Drive-strength map:
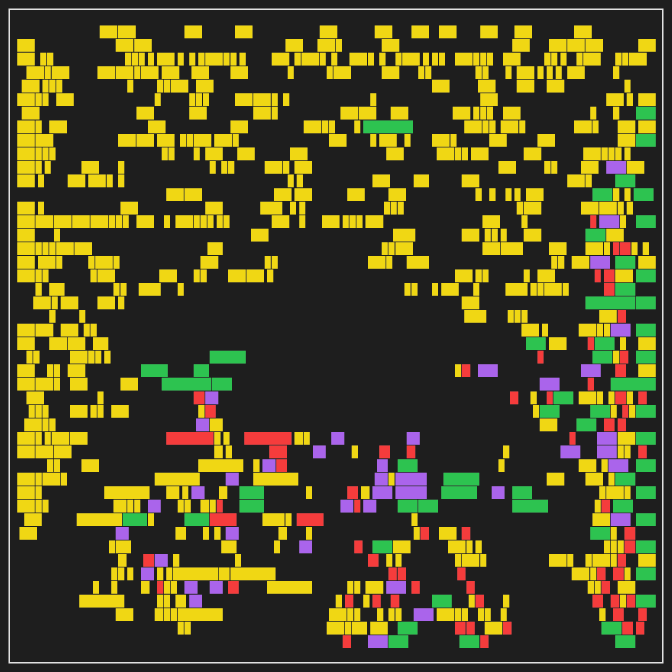
Zoomed window:
Bar = 10 um. Window x 53 to 78, y 79 to 104 um. Cells in gray, sequential cells in the stronger gray; small squares are vias.
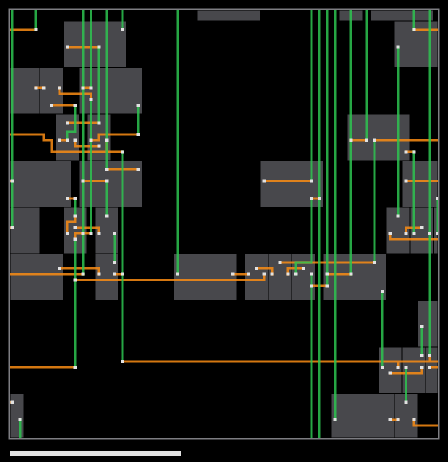
**src/rtl/vermibus_arbiter.sv**
```systemverilog
// Two-master, one-slave Vermibus arbiter: registered round-robin grant held for a whole
// transaction, with a watchdog that force-completes transactions a dead slave never acknowledges.
module vermibus_arbiter #(
    parameter int          TIMEOUT      = 256,
    parameter logic [31:0] TIMEOUT_DATA = 32'hDEADBEEF
) (
    input  logic        clk,
    input  logic        reset,
    input  logic        m0_valid,
    output logic        m0_ready,
    input  logic [31:0] m0_address,
    input  logic [3:0]  m0_wstrobe,
    input  logic [31:0] m0_wdata,
    output logic [31:0] m0_rdata,
    input  logic        m1_valid,
    output logic        m1_ready,
    input  logic [31:0] m1_address,
    input  logic [3:0]  m1_wstrobe,
    input  logic [31:0] m1_wdata,
    output logic [31:0] m1_rdata,
    output logic        s_valid,
    input  logic        s_ready,
    output logic [31:0] s_address,
    output logic [3:0]  s_wstrobe,
    output logic [31:0] s_wdata,
    input  logic [31:0] s_rdata,
    output logic        owner,
    output logic        busy,
    output logic        timeout
);

    localparam int            CW       = (TIMEOUT > 0) ? $clog2(TIMEOUT + 1) : 1;
    localparam logic          WDOG_EN  = (TIMEOUT > 0);
    localparam logic [CW-1:0] CNT_LAST = (TIMEOUT > 0) ? CW'(TIMEOUT - 1) : '0;

    typedef enum logic {IDLE, BUSY} state_t;

    state_t        state_reg;
    logic          owner_reg;
    logic          last_reg;
    logic [CW-1:0] count_reg;

    logic owner_valid;
    logic wd_fire;
    logic s_valid_w;
    logic done;

    always_comb begin
        owner_valid = owner_reg ? m1_valid : m0_valid;
        // An aborting owner (valid low) is never force-completed; it simply drops the grant.
        wd_fire     = WDOG_EN && (state_reg == BUSY) && owner_valid &&
                      (count_reg == CNT_LAST) && !s_ready;
        s_valid_w   = (state_reg == BUSY) && owner_valid && !wd_fire;
        done        = (s_valid_w && s_ready) || wd_fire;
    end

    assign s_valid   = s_valid_w;
    assign m0_ready  = done && !owner_reg;
    assign m1_ready  = done && owner_reg;
    assign s_address = owner_reg ? m1_address : m0_address;
    assign s_wstrobe = owner_reg ? m1_wstrobe : m0_wstrobe;
    assign s_wdata   = owner_reg ? m1_wdata   : m0_wdata;
    assign m0_rdata  = (wd_fire && !owner_reg) ? TIMEOUT_DATA : s_rdata;
    assign m1_rdata  = (wd_fire && owner_reg)  ? TIMEOUT_DATA : s_rdata;
    assign busy      = (state_reg == BUSY);
    assign owner     = owner_reg;
    assign timeout   = wd_fire;

    always_ff @(posedge clk or negedge reset) begin
        if (!reset) begin
            state_reg <= IDLE;
            owner_reg <= 1'b0;
            last_reg  <= 1'b1;
            count_reg <= '0;
        end else begin
            case (state_reg)
                IDLE: begin
                    count_reg <= '0;
                    if (m0_valid || m1_valid) begin
                        state_reg <= BUSY;
                        owner_reg <= (m0_valid && m1_valid) ? ~last_reg : m1_valid;
                    end
                end
                BUSY: begin
                    if (done) begin
                        last_reg  <= owner_reg;
                        state_reg <= IDLE;
                        count_reg <= '0;
                    end else if (!owner_valid) begin
                        state_reg <= IDLE;
                        count_reg <= '0;
                    end else if (!s_ready && (count_reg != '1)) begin
                        count_reg <= count_reg + 1'b1;
                    end
                end
                default: state_reg <= IDLE;
            endcase
        end
    end

endmodule

```
**config.mk**
```make
export PLATFORM = sky130hd
export DESIGN_NAME = vermibus_arbiter
export DESIGN_NICKNAME = d
export VERILOG_FILES = /design/src/rtl/vermibus_arbiter.sv
export SDC_FILE = /design/constraint.sdc
export NUM_CORES = 1
export LEC_CHECK = 0
export ABC_AREA = 1
export CAP_MARGIN = 20
export CELL_PAD_IN_SITES_DETAIL_PLACEMENT = 0
export CELL_PAD_IN_SITES_GLOBAL_PLACEMENT = 1
export CORE_MARGIN = 1
export CORE_UTILIZATION = 12
export CTS_BUF_LIST = sky130_fd_sc_hd__clkbuf_2 sky130_fd_sc_hd__clkbuf_4 sky130_fd_sc_hd__clkbuf_8
export CTS_CLUSTER_DIAMETER = 60
export DETAILED_ROUTE_END_ITERATION = 8
export GPL_TIMING_DRIVEN = 1
export PLACE_DENSITY_LB_ADDON = 0.08
export SYNTH_ARGS = -nofsm -noshare
export SYNTH_HDL_FRONTEND = slang
export SYNTH_SLANG_ARGS = --single-unit
```
**constraint.sdc**
```tcl
create_clock -name clk -period 2.4 [get_ports clk]
set_input_delay 0.6 -clock clk [delete_from_list [all_inputs] [get_ports clk]]
set_output_delay 0.6 -clock clk [all_outputs]
set_load 0.01 [all_outputs]
```
==> flow_summary_export.csv <==
group,metric,value,unit
power_and_ir_drop,p_total,0.00354,W
power_and_ir_drop,power.sequential.fraction,0.077,
placement,placement.cell_area,5510,um^2
yosys,synth.yosys.num_cells,418,
routing,detail-route-antenna-nets,0,
clock_network,tritoncts,"yes",
final_layout,nonClockInverterCount,54,
run_status,run_status,"finished with violations",
final_layout,clkCellAreaFrac,0.00950,
worst_setup_path,critical_path.startpoint,"count_reg[0]",
yosys,ys_seq_share,0.151,
die,fp-utilization,0.124,
worst_setup_path,worst_path_dominant_cell_family,"buffers and inverters",
final_layout,largest_class,"buffers",
clock_network,post_cts_hold_buffer_count,0,
yosys,ys_top_cells_by_count,"sky130_fd_sc_hd__nand2_1, sky130_fd_sc_hd__inv_1, sky130_fd_sc_hd__nor2_1, sky130_fd_sc_hd__clkbuf_1, sky130_fd_sc_hd__dfrtp_1",
routing,firstDrtPassIters,4,
global_routing,vias_in_the_first_global_route,3197,
power_and_ir_drop,power-top-group,"combinational cells",
run_status,failed_checks,"setup timing",
yosys,synthTopCellsByArea,"sky130_fd_sc_hd__nand2_1, sky130_fd_sc_hd__dfrtp_1, sky130_fd_sc_hd__inv_1",
sta,rsz0062_at_grt,"yes",
power_and_ir_drop,clockNetworkPower,0.000224,W
yosys,netlist.top_cell.by_instances,"sky130_fd_sc_hd__nand2_1",
final_layout,nFillCells,1682,
clock_network,clock_insertion_delay_at_the_later_pin_of_the_skew_report,0.24,ns
clock_network,post_cts_buffers,6,
clock_network,cts.sink_count,12,
worst_setup_path,biggest_fanout_along_the_worst_timing_path,6,
die,die_x,131,um
die,coreArea,16100,um^2
sta,hold_ws,0.476,ns
clock_network,cts_htree_levels,1,
final_layout,postLayoutCoreUtil,0.361,
sta,final_critical_path_setup_slack,-0.238,ns
global_routing,grt_use_met3,0.0354,
power_and_ir_drop,p_seq,0.000271,W
worst_setup_path,critPathRequiredTime,1.80,ns
power_and_ir_drop,swShare,0.449,
routing,route.detailed.vias_per_inst,3.73,
worst_setup_path,critical_path.slowest_cell,"sky130_fd_sc_hd__dfrtp_1",
sta,report.final.setup_viol,64,
final_layout,multi_input_comb_area,1520,um^2
yosys,synthArstFlopShare,1.00,
yosys,cell_type_with_the_largest_total_area_after_synthesis,"sky130_fd_sc_hd__nand2_1",
yosys,synth_cells,418,
worst_setup_path,setup_slack_of_the_worst_register_to_register_path,0.57,ns
yosys,mappedNetlistNets,594,
yosys,post_synth_num_cell_types,23,
sta,finalClockPeriodUsage,1.10,
flow_run,stage_log_warnings,29,
yosys,post-synth-top-area-fraction,0.540,
sta,period_minus_slack,2.64,ns
clock_network,clk_transition_reported_paths,0.06,ns
final_layout,layout.nets,925,
sta,actual_transition_at_the_worst_max_transition_pin,0.575,ns
global_routing,grt_busiest_layer,"met2",
yosys,ys_sh_simple,0.633,
worst_setup_path,timing.critical_path.from_type,"flop",
power_and_ir_drop,combinationalPowerShare,0.860,
About 'drive-strength map':
x2: shown in red, cells 70, share 9.4%. x1 and smaller: shown in yellow, cells 581, share 78%. x6 and larger: shown in green, cells 57, share 7.6%. x3 and x4: shown in purple, cells 40, share 5.3%.
final instance area: 5800 um^2
Non-CTS buffers: 347
setup ws final: -0.238 ns
area overhead of the layout relative to synthesis: 191%

About 'zoomed window':
M1: shown in orange. M2: shown in green.
27 logic cells have their middle in the window. Sequential cells in the window: 0. Most frequent: nand2_1 (15), clkdlybuf4s50_1 (12).

Power and IR drop assume default switching activity.
